## src/rtl/down_counter_timer.sv

```systemverilog
// -----------------------------------------------------------------------------
// down_counter_timer
//
// Loadable down-counting timer with one-shot / auto-reload modes and a clock
// prescaler. A load captures a start value, start begins counting and a
// one-cycle done pulse is produced when the count expires (1 -> 0 / reload).
//
// Parameters
//   WIDTH     counter and load-value width in bits
//   PRESCALE  enabled RUN clocks per decrement tick (>= 1)
//
// Ports
//   clk_i           system clock, rising edge
//   rst_ni          asynchronous active-low reset
//   load_i          capture load_value_i into count and reload register
//   load_value_i    value captured on load
//   start_i         begin/resume counting (IDLE -> RUN)
//   stop_i          pause counting (RUN -> IDLE), count held
//   auto_reload_i   1: reload on expiry and keep running, 0: one-shot
//   enable_i        clock qualifier for prescaler / count advance
//   count_o         current count (registered)
//   busy_o          1 while in RUN
//   done_o          one-cycle expiry pulse (registered)
//   zero_o          combinational count == 0
// -----------------------------------------------------------------------------
module down_counter_timer #(
  parameter int WIDTH    = 8,
  parameter int PRESCALE = 1
) (
  input  logic             clk_i,
  input  logic             rst_ni,
  input  logic             load_i,
  input  logic [WIDTH-1:0] load_value_i,
  input  logic             start_i,
  input  logic             stop_i,
  input  logic             auto_reload_i,
  input  logic             enable_i,
  output logic [WIDTH-1:0] count_o,
  output logic             busy_o,
  output logic             done_o,
  output logic             zero_o
);

  // Prescaler needs at least one bit even when PRESCALE == 1.
  localparam int PW = (PRESCALE > 1) ? $clog2(PRESCALE) : 1;

  localparam logic [0:0] ST_IDLE = 1'b0;
  localparam logic [0:0] ST_RUN  = 1'b1;

  localparam logic [PW-1:0]    PRESC_LAST = PW'(PRESCALE - 1);
  localparam logic [PW-1:0]    PRESC_ONE  = PW'(1);
  localparam logic [PW-1:0]    PRESC_ZERO = '0;
  localparam logic [WIDTH-1:0] CNT_ONE    = WIDTH'(1);
  localparam logic [WIDTH-1:0] CNT_ZERO   = '0;

  logic [0:0]       state_q, state_d;
  logic [WIDTH-1:0] count_q, count_d;
  logic [WIDTH-1:0] reload_q, reload_d;
  logic [PW-1:0]    presc_q, presc_d;
  logic             done_q, done_d;

  always_comb begin
    state_d  = state_q;
    count_d  = count_q;
    reload_d = reload_q;
    presc_d  = presc_q;
    done_d   = 1'b0;

    if (load_i) begin
      count_d  = load_value_i;
      reload_d = load_value_i;
      presc_d  = PRESC_ZERO;
      // Loading zero while running would leave RUN with nothing to count.
      if (state_q == ST_RUN && load_value_i == CNT_ZERO) begin
        state_d = ST_IDLE;
      end
    end else if (stop_i) begin
      // stop consumes the edge; it only changes anything while running.
      if (state_q == ST_RUN) begin
        state_d = ST_IDLE;
        presc_d = PRESC_ZERO;
      end
    end else if (state_q == ST_IDLE) begin
      if (start_i && count_q != CNT_ZERO) begin
        state_d = ST_RUN;
      end
    end else if (enable_i) begin
      if (presc_q == PRESC_LAST) begin
        presc_d = PRESC_ZERO;
        // Tick: expiry is detected at 1 so the count never wraps.
        if (count_q > CNT_ONE) begin
          count_d = count_q - CNT_ONE;
        end else if (count_q == CNT_ONE) begin
          done_d = 1'b1;
          if (auto_reload_i) begin
            count_d = reload_q;
          end else begin
            count_d = CNT_ZERO;
            state_d = ST_IDLE;
          end
        end
      end else begin
        presc_d = presc_q + PRESC_ONE;
      end
    end
  end

  always_ff @(posedge clk_i or negedge rst_ni) begin
    if (!rst_ni) begin
      state_q  <= ST_IDLE;
      count_q  <= CNT_ZERO;
      reload_q <= CNT_ZERO;
      presc_q  <= PRESC_ZERO;
      done_q   <= 1'b0;
    end else begin
      state_q  <= state_d;
      count_q  <= count_d;
      reload_q <= reload_d;
      presc_q  <= presc_d;
      done_q   <= done_d;
    end
  end

  assign count_o = count_q;
  assign busy_o  = (state_q == ST_RUN);
  assign done_o  = done_q;
  assign zero_o  = (count_q == CNT_ZERO);

endmodule
```

## config.mk

```make
export PLATFORM = sky130hd
export DESIGN_NAME = down_counter_timer
export DESIGN_NICKNAME = d
export VERILOG_FILES = /design/src/rtl/down_counter_timer.sv
export SDC_FILE = /design/constraint.sdc
export NUM_CORES = 1
export LEC_CHECK = 0
export CAP_MARGIN = 20
export CORE_UTILIZATION = 40
export CTS_CLUSTER_SIZE = 28
export DETAILED_ROUTE_END_ITERATION = 8
export PLACE_DENSITY = 0.66
export SLEW_MARGIN = 25
export SYNTH_ARGS = -nofsm -noshare
export SYNTH_HDL_FRONTEND = slang
export SYNTH_SLANG_ARGS = --single-unit
```

## constraint.sdc

```tcl
create_clock -name clk_i -period 4.09 [get_ports clk_i]
set_clock_uncertainty 0.1 [all_clocks]
set_input_delay 0.6135 -clock clk_i [delete_from_list [all_inputs] [get_ports clk_i]]
set_output_delay 0.6135 -clock clk_i [all_outputs]
set_load 0.01 [all_outputs]
```

m3.png
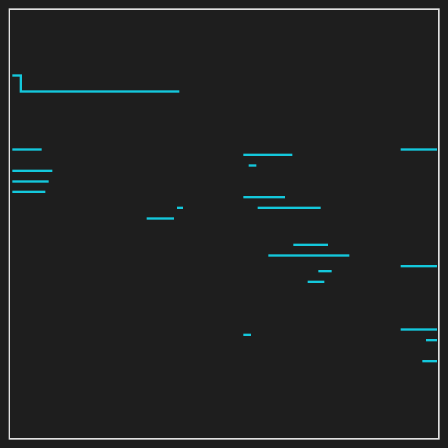
longest straight run: 20.2 µm
main direction: horizontal
wire length on this layer: 96.8 µm
nets with wire on the layer: 19
share of all routed wire: 3.6%
met3 usage in global routing: 3.55%
sum of routed wire length over all layers: 2700 µm
overall via count from detail_route: 1032

congestion_map.png
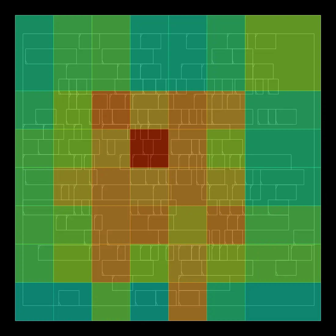
end-of-flow core utilization: 55.1%
layer carrying the most global-route usage: met2
routed wire length per instance: 15.0 µm

==> flow_summary.rst <==
Run summary
-----------

.. list-table::
   :header-rows: 1

   * - Metric
     - Value
   * - Leading post-synthesis cells by cell area
     - sky130_fd_sc_hd__dfrtp_1 40%, sky130_fd_sc_hd__nand2_1 5.0%, sky130_fd_sc_hd__a21oi_1 3.6%
   * - Status
     - complete, no violations
   * - Initial antenna violation count
     - 0
   * - Ranking of synthesized cells by instance count
     - 18 x sky130_fd_sc_hd__dfrtp_1, 15 x sky130_fd_sc_hd__nand2_1, 10 x sky130_fd_sc_hd__inv_1
   * - Type of the worst setup path
     - flip-flop to output pin
   * - Multiplexer share of the synthesized area
     - 1.00%
   * - Nets
     - 169
   * - Summed standard-cell area reported by yosys
     - 1120 µm²
   * - Core Region
     - 2570 µm²
   * - # H-tree levels
     - 1
   * - Post-detailed-placement half-perimeter wirelength
     - 1970 µm
   * - Top logic cell family in the synthesized netlist
     - simple AND/OR/NAND/NOR gates
   * - Growth of design area from synthesis to finish
     - 25.9%
   * - Number of standard-cell rows in the floorplan
     - 18
   * - Class of the tightest hold or removal check
     - flip-flop to flip-flop
   * - Data required time of the worst path
     - 3380 ps
   * - Endpoints failing setup
     - 0
   * - Wire length of the first global-routing pass
     - 4430 µm
   * - Worst slack after detailed placement
     - 1730 ps
   * - Antenna cells
     - 0
   * - Maximum capacitance violations
     - 0
   * - Number of buffers inserted during clock tree synthesis
     - 3
   * - Clock buffer depth
     - 2
   * - Number of buffers inserted by post-CTS setup repair
     - 0
   * - Power per Cell Area
     - 311 nW/µm²
   * - Number of standard cells after synthesis
     - 128
   * - Ys flop type
     - sky130_fd_sc_hd__dfrtp_1
   * - Post-synthesis sequential element count
     - 18
   * - Number of optimization iterations in the first detailed-route pass
     - 4
   * - Total standard cell area after synthesis
     - 1120 µm²
   * - Pin count of the biggest net entering global routing
     - 29
   * - Sum of negative setup slack
     - 0 ps
   * - Worst-Skew Late Latency
     - 300 ps
   * - Post-synthesis average cell area
     - 8.78 µm²
   * - Post-cts gate resize count
     - 0
   * - Worst R2R Setup Slack
     - 2080 ps
   * - Detailed-route vias per instance
     - 5.73
   * - Fa+ha+maj area frac
     - 3.34%
   * - Basic Gates by Area
     - 24.8%
   * - Post-synthesis sequential area ratio
     - 40.1%
   * - Leakage power
     - 0.000585 µW
   * - Fraction of synthesized cell area in xor and xnor cells
     - 0.780%
   * - Residual DRC count
     - 0
   * - Y dimension of the die
     - 55 µm
   * - Maximum fanout encountered on the critical timing path
     - 6
   * - Clock-pin slew on the worst setup and hold paths
     - 120 ps
   * - Min cycle time layout
     - 2690 ps
   * - CP startpoint
     - count_o[7]
   * - Share of layout cells above drive strength 1
     - 9.33%
   * - GRT overflow
     - 0
   * - Count of flip-flops with a built-in enable after synthesis
     - 0
   * - Proportion of synthesized flip-flops having asynchronous set or reset
     - 100%
   * - Final tally of hold violations
     - 0
   * - Max Transition Viols Final
     - 0
   * - Weighted congestion reported at the end of routability-driven placement
     - 0.867
   * - CP endpoint kind
     - output pin
   * - Dominant cell by count in the synthesized netlist
     - sky130_fd_sc_hd__dfrtp_1
   * - Floorplan die width
     - 55 µm
   * - Slowest Stage Delay on Critical Path
     - 520 ps
   * - Top-area cell share
     - 40.1%
   * - Count of hold buffers inserted by post-cts repair
     - 0
   * - Total cells reported by yosys after synthesis
     - 128
   * - Tot GR Track Use
     - 21.0%
   * - Syn_nets
     - 146
   * - Origin of the worst min-delay path
     - reload_q[2]
   * - Synthesis Warnings
     - 0
   * - Final clock period utilization by the worst path
     - 65.8%
   * - Aoi/oai-family share of the synthesized area
     - 23.7%
   * - Placed Cells incl. Taps
     - 176
   * - Overall chip area
     - 3030 µm²
   * - Vias in the first global route
     - 964
   * - Launch point of the worst reg-to-reg path
     - count_o[0]
   * - Num Clock Sinks
     - 18
   * - Violation count after the first detailed-route iteration
     - 31
   * - Relative slew slack
     - 37.8%
   * - Number of non-filler instances in the completed layout
     - 180
   * - Tool warnings
     - 28
   * - Distinct lib cells
     - 43
   * - Transition time at the pin with the least slew margin
     - 931 ps
   * - Final setup slack of the worst path
     - 1400 ps
   * - Largest area contributor in the synthesized netlist
     - sky130_fd_sc_hd__dfrtp_1
   * - F_max
     - 371 MHz
   * - Slowest cell on crit path
     - sky130_fd_sc_hd__clkdlybuf4s50_1
   * - Clock tree from TritonCTS
     - yes
   * - Max VDD drop
     - 171 µV
   * - Arrival time worst endpoint
     - 1980 ps
   * - Setup crit start kind
     - flip-flop
   * - Clock root buffer
     - sky130_fd_sc_hd__clkbuf_4
   * - Ordered list of cells on the worst path
     - nor4_4 > nand3_1 > inv_1 > clkdlybuf4s50_1
   * - RSZ-0062 raised after global routing
     - no
   * - Share of the core filled by cells before placement
     - 43.8%
   * - DRT antenna net count
     - 0
port_trees.png
The bar under the picture is 20 µm long.
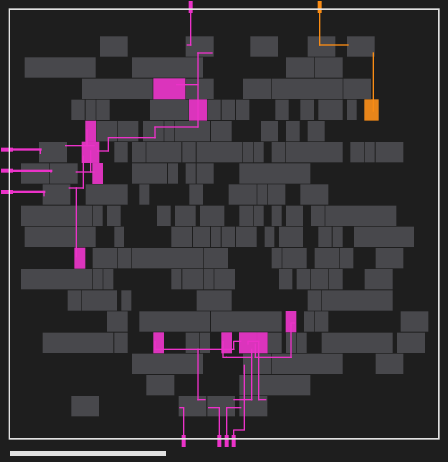
legend:
  `start_i`:
    colour: orange
    bits: 1
    direction: input
    edge: north
    end_cells: 1
    buffers: 1
    wire: 15.4 µm
  `load_value_i`:
    colour: magenta
    bits: 8
    direction: input
    edge: 4 south, 3 west, 1 north
    end_cells: 11
    buffers: 8
    wire: 155 µm
quantity of I/O buffers inserted on ports: 25
Top Ports: 26

[per-stage QoR]
stage | hold WS (ps) | cell area [µm²] | power (µW)
4_1_cts | 432 | 1420 | 442
3_3_place_gp | 399 | 1380 | 325
3_5_place_dp | 402 | 1380 | 327
2_1_floorplan | 218 | 1120 | 275
5_1_grt | 434 | 1420 | 463
6_report | 433 | 1420 | 440
[cell type report]
type	count	area, µm²
fill	236	1150
multi-input combinational	93	603
sequential	18	450
timing repair buffer	25	250
inverter	10	37.5
tap	30	37.5
clock buffer	4	36.3
[cells by family after synthesis]
kind of cell,count (synthesis)
AND-OR/OR-AND,37
multiplexers,1
AND/OR/NAND/NOR,51
XOR/XNOR,1
adder cells (fa/ha/maj),3
buffers and inverters,17
flip-flops,18
[state kept, by name (all words and copies together) (netlist names)]
name      cells
busy_o        1
reload_q      8
done_o        1
count_o       8
[worst paths after layout]
check	to	cells past startpoint
max	zero_o	4
min	reload_q[2]	1
max reg2reg	count_o[2]	6
min reg2reg	reload_q[2]	1
max in group asynchronous	count_o[7]	1
min in group asynchronous	count_o[0]	1
[cell usage in the layout (no fill, tap or decap), types with 3 or more instances in the layout]
| master | Yosys | final |
|---|---|---|
| sky130_fd_sc_hd__a21oi_1 | 8 | 8 |
| sky130_fd_sc_hd__clkbuf_4 | 0 | 3 |
| sky130_fd_sc_hd__clkdlybuf4s50_1 | 0 | 25 |
| sky130_fd_sc_hd__dfrtp_1 | 18 | 18 |
| sky130_fd_sc_hd__ha_1 | 3 | 3 |
| sky130_fd_sc_hd__inv_1 | 10 | 10 |
| sky130_fd_sc_hd__nand2_1 | 15 | 15 |
| sky130_fd_sc_hd__nand3_1 | 7 | 7 |
| sky130_fd_sc_hd__nor2_1 | 9 | 9 |
| sky130_fd_sc_hd__nor3_1 | 7 | 7 |
| sky130_fd_sc_hd__o21ai_0 | 8 | 8 |
[report_power, final]
group	switching, µW	internal (µW)
Combinational	57.5	52.3
Clock	61.5	54.2
Sequential	20.7	194
[routing by layer]
metal	up-vias	global-route usage [%]	wire length, µm
li1	504	-	-
met1	495	29.4	1300
met2	29	31.9	1270
met3	4	3.55	96
met4	0	8.75	36
met5	-	0	0
[critical path, delay by kind of cell, from the launching register on]
family                 cells  cell delay, ps
AND/OR/NAND/NOR            2             600
flip-flops                 1             480
buffers and inverters      2             600
Power figures rest on the tool's default switching activity, not on a simulated workload.
